--- src/rtl/calc_pkg.sv ---
// Shared types and constants for the result display: FSM states, segment codes
// (active-low, bit 0 = segment a) and the BCD digit table.
package calc_pkg;

    localparam int RESULT_W = 5;

    typedef enum logic [1:0] {
        S_IDLE    = 2'd0,
        S_CONVERT = 2'd1,
        S_SHOW    = 2'd2
    } state_t;

    localparam logic [6:0] SEG_BLANK = 7'b1111111;
    localparam logic [6:0] SEG_E     = 7'b0000110;
    localparam logic [6:0] SEG_R     = 7'b0101111;

    localparam logic [9:0][6:0] SEG_TABLE = {
        7'b0010000,  // 9
        7'b0000000,  // 8
        7'b1111000,  // 7
        7'b0000010,  // 6
        7'b0010010,  // 5
        7'b0011001,  // 4
        7'b0110000,  // 3
        7'b0100100,  // 2
        7'b1111001,  // 1
        7'b1000000   // 0
    };

    function automatic logic [3:0] add3(input logic [3:0] d);
        return (d >= 4'd5) ? d + 4'd3 : d;
    endfunction

endpackage

--- src/rtl/seg7_decode.sv ---
// Combinational BCD digit to active-low 7-segment decoder; non-BCD codes go dark.
module seg7_decode
    import calc_pkg::*;
(
    input  logic [3:0] i_digit,
    output logic [6:0] o_seg
);

    always_comb begin
        o_seg = SEG_BLANK;
        if (i_digit <= 4'd9) begin
            o_seg = SEG_TABLE[i_digit];
        end
    end

endmodule

--- src/rtl/result_display.sv ---
// Captures an ALU result, converts it to two BCD digits by shift-and-add-3 and
// multiplexes them onto a 2-digit display. Optional macro: LEADING_ZERO_BLANK_EN.
module result_display
    import calc_pkg::*;
#(
    parameter int REFRESH_BITS = 16
) (
    input  logic                clk,
    input  logic                reset,
    input  logic                resultValid,
    input  logic [RESULT_W-1:0] result,
    input  logic                zeroFlag,
    input  logic                divByZeroFlag,
    output logic                busy,
    output logic [6:0]          seg,
    output logic [1:0]          an,
    output logic                zeroLed,
    output logic                errLed
);

    localparam int WORK_W = 8 + RESULT_W;

    state_t r_state;
    state_t w_next_state;

    logic                    w_capture;
    logic                    w_last_bit;
    logic [WORK_W-1:0]       r_work;
    logic [WORK_W-1:0]       w_work_adj;
    logic [WORK_W-1:0]       w_work_next;
    logic [2:0]              r_bit_cnt;
    logic                    r_shadow_zf;
    logic                    r_shadow_dz;
    logic [3:0]              r_disp_tens;
    logic [3:0]              r_disp_ones;
    logic                    r_disp_err;
    logic                    r_shown;
    logic                    r_zero_led;
    logic                    r_err_led;
    logic [REFRESH_BITS-1:0] r_refresh;
    logic                    r_slot;
    logic [3:0]              w_digit;
    logic [6:0]              w_dec_seg;
    logic                    w_tens_dark;

    assign w_capture  = resultValid && (r_state != S_CONVERT);
    assign w_last_bit = (r_bit_cnt == 3'(RESULT_W - 1));

    // Working register is {tens, ones, remaining binary}; adjust then shift left.
    assign w_work_adj  = {add3(r_work[WORK_W-1 -: 4]), add3(r_work[WORK_W-5 -: 4]),
                          r_work[RESULT_W-1:0]};
    assign w_work_next = w_work_adj << 1;

    always_ff @(posedge clk or posedge reset) begin
        if (reset) begin
            r_state <= S_IDLE;
        end else begin
            r_state <= w_next_state;
        end
    end

    always_comb begin
        w_next_state = r_state;
        case (r_state)
            S_IDLE, S_SHOW: begin
                if (resultValid) begin
                    w_next_state = divByZeroFlag ? S_SHOW : S_CONVERT;
                end
            end
            S_CONVERT: begin
                if (w_last_bit) begin
                    w_next_state = S_SHOW;
                end
            end
            default: w_next_state = S_IDLE;
        endcase
    end

    always_ff @(posedge clk or posedge reset) begin
        if (reset) begin
            r_work      <= '0;
            r_bit_cnt   <= '0;
            r_shadow_zf <= 1'b0;
            r_shadow_dz <= 1'b0;
            r_disp_tens <= '0;
            r_disp_ones <= '0;
            r_disp_err  <= 1'b0;
            r_shown     <= 1'b0;
            r_zero_led  <= 1'b0;
            r_err_led   <= 1'b0;
        end else if (w_capture) begin
            r_work      <= {8'd0, result};
            r_bit_cnt   <= '0;
            r_shadow_zf <= zeroFlag;
            r_shadow_dz <= divByZeroFlag;
            // Divide-by-zero skips conversion, so the display changes right here.
            if (divByZeroFlag) begin
                r_disp_err <= 1'b1;
                r_shown    <= 1'b1;
                r_zero_led <= zeroFlag;
                r_err_led  <= 1'b1;
            end
        end else if (r_state == S_CONVERT) begin
            r_work    <= w_work_next;
            r_bit_cnt <= r_bit_cnt + 3'd1;
            if (w_last_bit) begin
                r_disp_tens <= w_work_next[WORK_W-1 -: 4];
                r_disp_ones <= w_work_next[WORK_W-5 -: 4];
                r_disp_err  <= r_shadow_dz;
                r_shown     <= 1'b1;
                r_zero_led  <= r_shadow_zf;
                r_err_led   <= r_shadow_dz;
            end
        end
    end

    always_ff @(posedge clk or posedge reset) begin
        if (reset) begin
            r_refresh <= '0;
            r_slot    <= 1'b0;
        end else begin
            r_refresh <= r_refresh + 1'b1;
            if (&r_refresh) begin
                r_slot <= ~r_slot;
            end
        end
    end

    assign w_digit = r_slot ? r_disp_tens : r_disp_ones;

    seg7_decode u_seg7_decode (
        .i_digit (w_digit),
        .o_seg   (w_dec_seg)
    );

`ifdef LEADING_ZERO_BLANK_EN
    assign w_tens_dark = r_slot && !r_disp_err && (r_disp_tens == 4'd0);
`else
    assign w_tens_dark = 1'b0;
`endif

    // r_slot = 1 selects the tens digit (an[1] low), 0 the ones digit (an[0] low).
    always_comb begin
        an  = 2'b11;
        seg = SEG_BLANK;
        if (r_shown && !w_tens_dark) begin
            an = r_slot ? 2'b01 : 2'b10;
            if (r_disp_err) begin
                seg = r_slot ? SEG_E : SEG_R;
            end else begin
                seg = w_dec_seg;
            end
        end
    end

    assign busy    = (r_state == S_CONVERT);
    assign zeroLed = r_zero_led;
    assign errLed  = r_err_led;

endmodule

--- config.mk ---
export PLATFORM = sky130hd
export DESIGN_NAME = result_display
export DESIGN_NICKNAME = d
export VERILOG_FILES = /design/src/rtl/calc_pkg.sv /design/src/rtl/seg7_decode.sv /design/src/rtl/result_display.sv
export SDC_FILE = /design/constraint.sdc
export NUM_CORES = 1
export LEC_CHECK = 0
export CAP_MARGIN = 30
export CORE_MARGIN = 2
export CORE_UTILIZATION = 52
export DETAILED_ROUTE_END_ITERATION = 12
export GPL_TIMING_DRIVEN = 0
export PLACE_DENSITY = 0.83
export SLEW_MARGIN = 20
export SYNTH_ARGS = -nofsm -noshare
export SYNTH_HDL_FRONTEND = slang
export SYNTH_SLANG_ARGS = --single-unit
--- constraint.sdc ---
create_clock -name clk -period 2 [get_ports clk]
set_clock_uncertainty 0.15 [all_clocks]
set_input_delay 0.3 -clock clk [delete_from_list [all_inputs] [get_ports clk]]
set_output_delay 0.3 -clock clk [all_outputs]
set_load 0.02 [all_outputs]
m1.png
Scale bar: 20 um. Supply wires on this layer in gray.
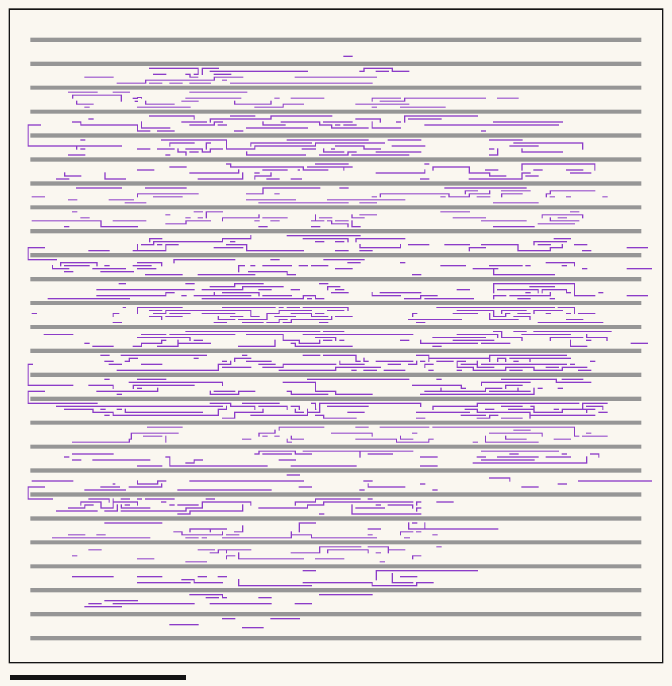
wire length on this layer: 2,420 um
main direction: horizontal
nets with wire on the layer: 274
longest straight run: 18.9 um
via count: 1,995
met1 Usage GRT: 29.0%
routed wire length: 5.21 mm

m2.png
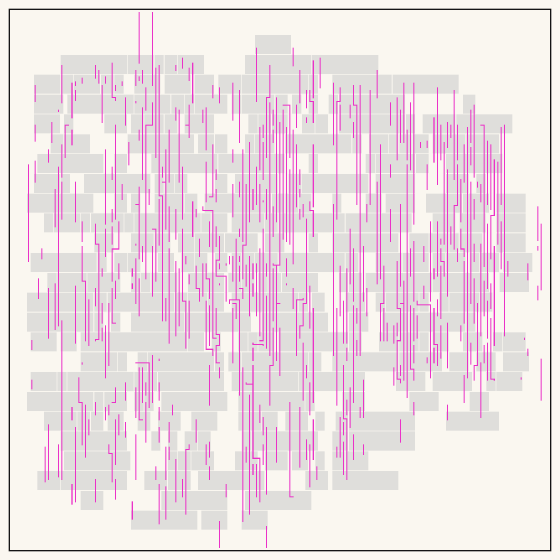
longest straight run: 37.1 um
nets with wire on the layer: 265
share of all routed wire: 48%
main direction: vertical
wire length on this layer: 2,500 um
met2 GRT Util: 34.3%

==> results_slide.txt <==
Key Metrics from the Run

Setup path
  – CP Class: reg2out
  – Worst EP required: 1550 ps
  – Register-to-Register Path Depth: 6
  – Crit-path cells: buf_6 -> buf_12 -> mux2i_4 -> buf_4 -> ha_4 -> o21ai_2 -> a211o_1 -> a21o_1 -> buf_6
  – Most frequent cell on the critical path: buf_6

Logic synthesis
  – Post-synth EDFFs: 0
  – Cells after Synth: 262
  – Netlist Area Pre-Place: approximately 2600 sq um
  – Synth Net Count: about 280
  – Top_reg_cell synth: dfrtp_1
  – Synthesis area per yosys: between 2000 and 3000 sq um
  – Syn Area/Cell: 9.76 sq um
  – Distinct cells, synth: roughly 44
  – Sequential share of the synthesized area: 47.0%

CTS
  – Latency at later pin: between 300 and 400 ps
  – CTS clk-pin slew, worst paths: 90 ps
  – Root Buffer Master: clkbuf_8
  – CTS H-tree depth: 2

Cells and area
  – Nets: 316
  – # diodes: 0
  – Most frequent logic cell in the layout: dfrtp_1
  – Syn-to-layout area delta: 25.5%

Power and ir drop
  – P per Cell Area: between 1000 and 1500 nW/um^2
  – Register share of total power: 40.0%
  – VDD IR-drop max: 863 uV

Routing
  – DR vias/cell: 5.51
  – Residual DRC count: 0
  – Detailed Route Iter0 Violations: slightly below 80
  – Post-route ant nets: 0
  – TritonRoute pass-1 iters: 4

Floorplanning
  – Cell Rows: 25
  – Core Region: around 4700 sq um

Final timing
  – Worst slew pin tran: 437 ps
  – Fmax: 0.392 GHz
  – Setup Viol. Count Final: 7
  – Setup WS post-layout: -553 ps

Global routing
  – Gr usage total: 21.4%

Outcome
  – Outcome: finished, violations left
  – Failing checks: negative setup slack

Placed design
  – Dpl ws: -773 ps
m3.png
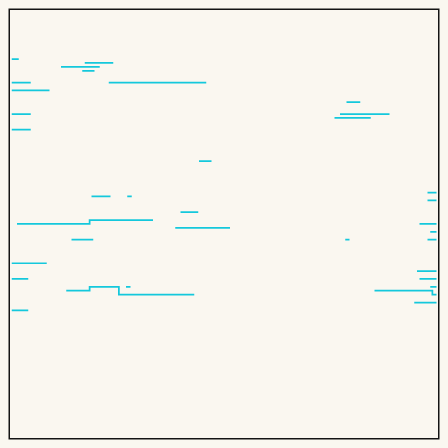
nets with wire on the layer: 29
main direction: horizontal
share of all routed wire: 3.3%
longest straight run: 16.6 um
wire length on this layer: 170 um
Global Route met3 Usage: 3.93%

==> worst reg2reg max path, cell delays in order (launching register included) <==
cell and delay (ps):
dfrtp_1 400, inv_1 110, ha_1 260, nand2b_1 110
a21oi_1 250, mux2_2 390, o21ai_1 120
==> metal layers <==
layer / GRT usage (%) / wire, um / part of all wire (%) / vias up
met2: 34.3 / 2500 / 48 / 43
met5: 0 / 0 / 0 / -
met3: 3.93 / 169 / 3.2 / 11
li1: - / - / - / 972
met1: 29.0 / 2420 / 47 / 969
met4: 8.89 / 112 / 2.2 / 0
==> final cells by class <==
| cell class | count | area, sq um |
|---|---|---|
| clock buffer | 5 | 68.8 |
| buffer | 8 | 58.8 |
| inverter | 15 | 61.3 |
| timing repair buffer | 27 | 270 |
| fill | 347 | 1520 |
| clock inverter | 3 | 46.3 |
| sequential | 48 | 1200 |
| tap | 67 | 83.8 |
| multi-input combinational | 189 | 1420 |
==> cell usage after synthesis (2+ instances only) <==
master    count  area share, %
a211oi_1      3           0.88
nand2b_1      2           0.49
o211ai_1      3           0.88
o31ai_1       5            1.5
or3_1         3           0.73
ha_1         12            5.9
mux2_2        6            2.6
nor2b_1       3           0.73
xor2_1        6            2.1
o21ai_0      20            3.9
inv_1        14            2.1
nand3b_1      2           0.59
o21ai_1       5           0.98
clkbuf_1      2           0.29
a21o_1        2           0.59
buf_2         7            1.4
nor3_1        8            1.6
nor2_1       15            2.2
and3_1        6            1.5
a21oi_1       9            1.8
xnor2_1      11            3.8
nand3_1      10            2.0
nand2_1      33            4.8
mux2i_1       7            2.7
dfrtp_1      48             47
nor3b_1       2           0.59
==> logic make-up after synthesis <==
| group | after synthesis | share of synthesized area, % |
|---|---|---|
| AND-OR/OR-AND | 56 | 13.5 |
| flip-flops | 48 | 47.0 |
| multiplexers | 15 | 6.51 |
| adder cells (fa/ha/maj) | 12 | 5.87 |
| buffers and inverters | 25 | 4.31 |
| AND/OR/NAND/NOR | 89 | 17.0 |
| XOR/XNOR | 17 | 5.82 |
==> worst max path at each step <==
stage	from	cells past startpoint	end	slack (ps)
2_1_floorplan	r_slot$_DFFE_PP0P_	8	seg[4]	-120
6_report	r_slot$_DFFE_PP0P_	9	seg[2]	-550
3_3_place_gp	r_slot$_DFFE_PP0P_	9	seg[4]	-740
3_5_place_dp	r_slot$_DFFE_PP0P_	9	seg[4]	-770
4_1_cts	r_slot$_DFFE_PP0P_	9	seg[1]	-550
5_1_grt	r_slot$_DFFE_PP0P_	9	seg[3]	-650
==> state kept, by name, indices dropped and copies added (netlist names) <==
name and count:
errLed 1, r_shadow_zf 1, r_shadow_dz 1, r_shown 1, r_slot 1, r_refresh 16
r_work 13, r_bit_cnt 3, r_disp_tens 4, zeroLed 1, r_disp_ones 4, r_state 2
==> stage by stage <==
step                cells  utilization [%]  cell area (sq um)
global placement      349             62.8               2970
global route          362             67.9               3210
detailed placement    350             63.2               2990
CTS                   360             67.2               3170
floorplan             262                -               2680
finish                362             67.9               3210
==> repair_timing <==
item	CTS	global route
buffers inserted	4	2
endpoints found under the setup margin	11	10
gates resized	55	6
pin swaps	3	4
gates cloned	0	0
Power figures rest on the tool's default switching activity, not on a simulated workload.
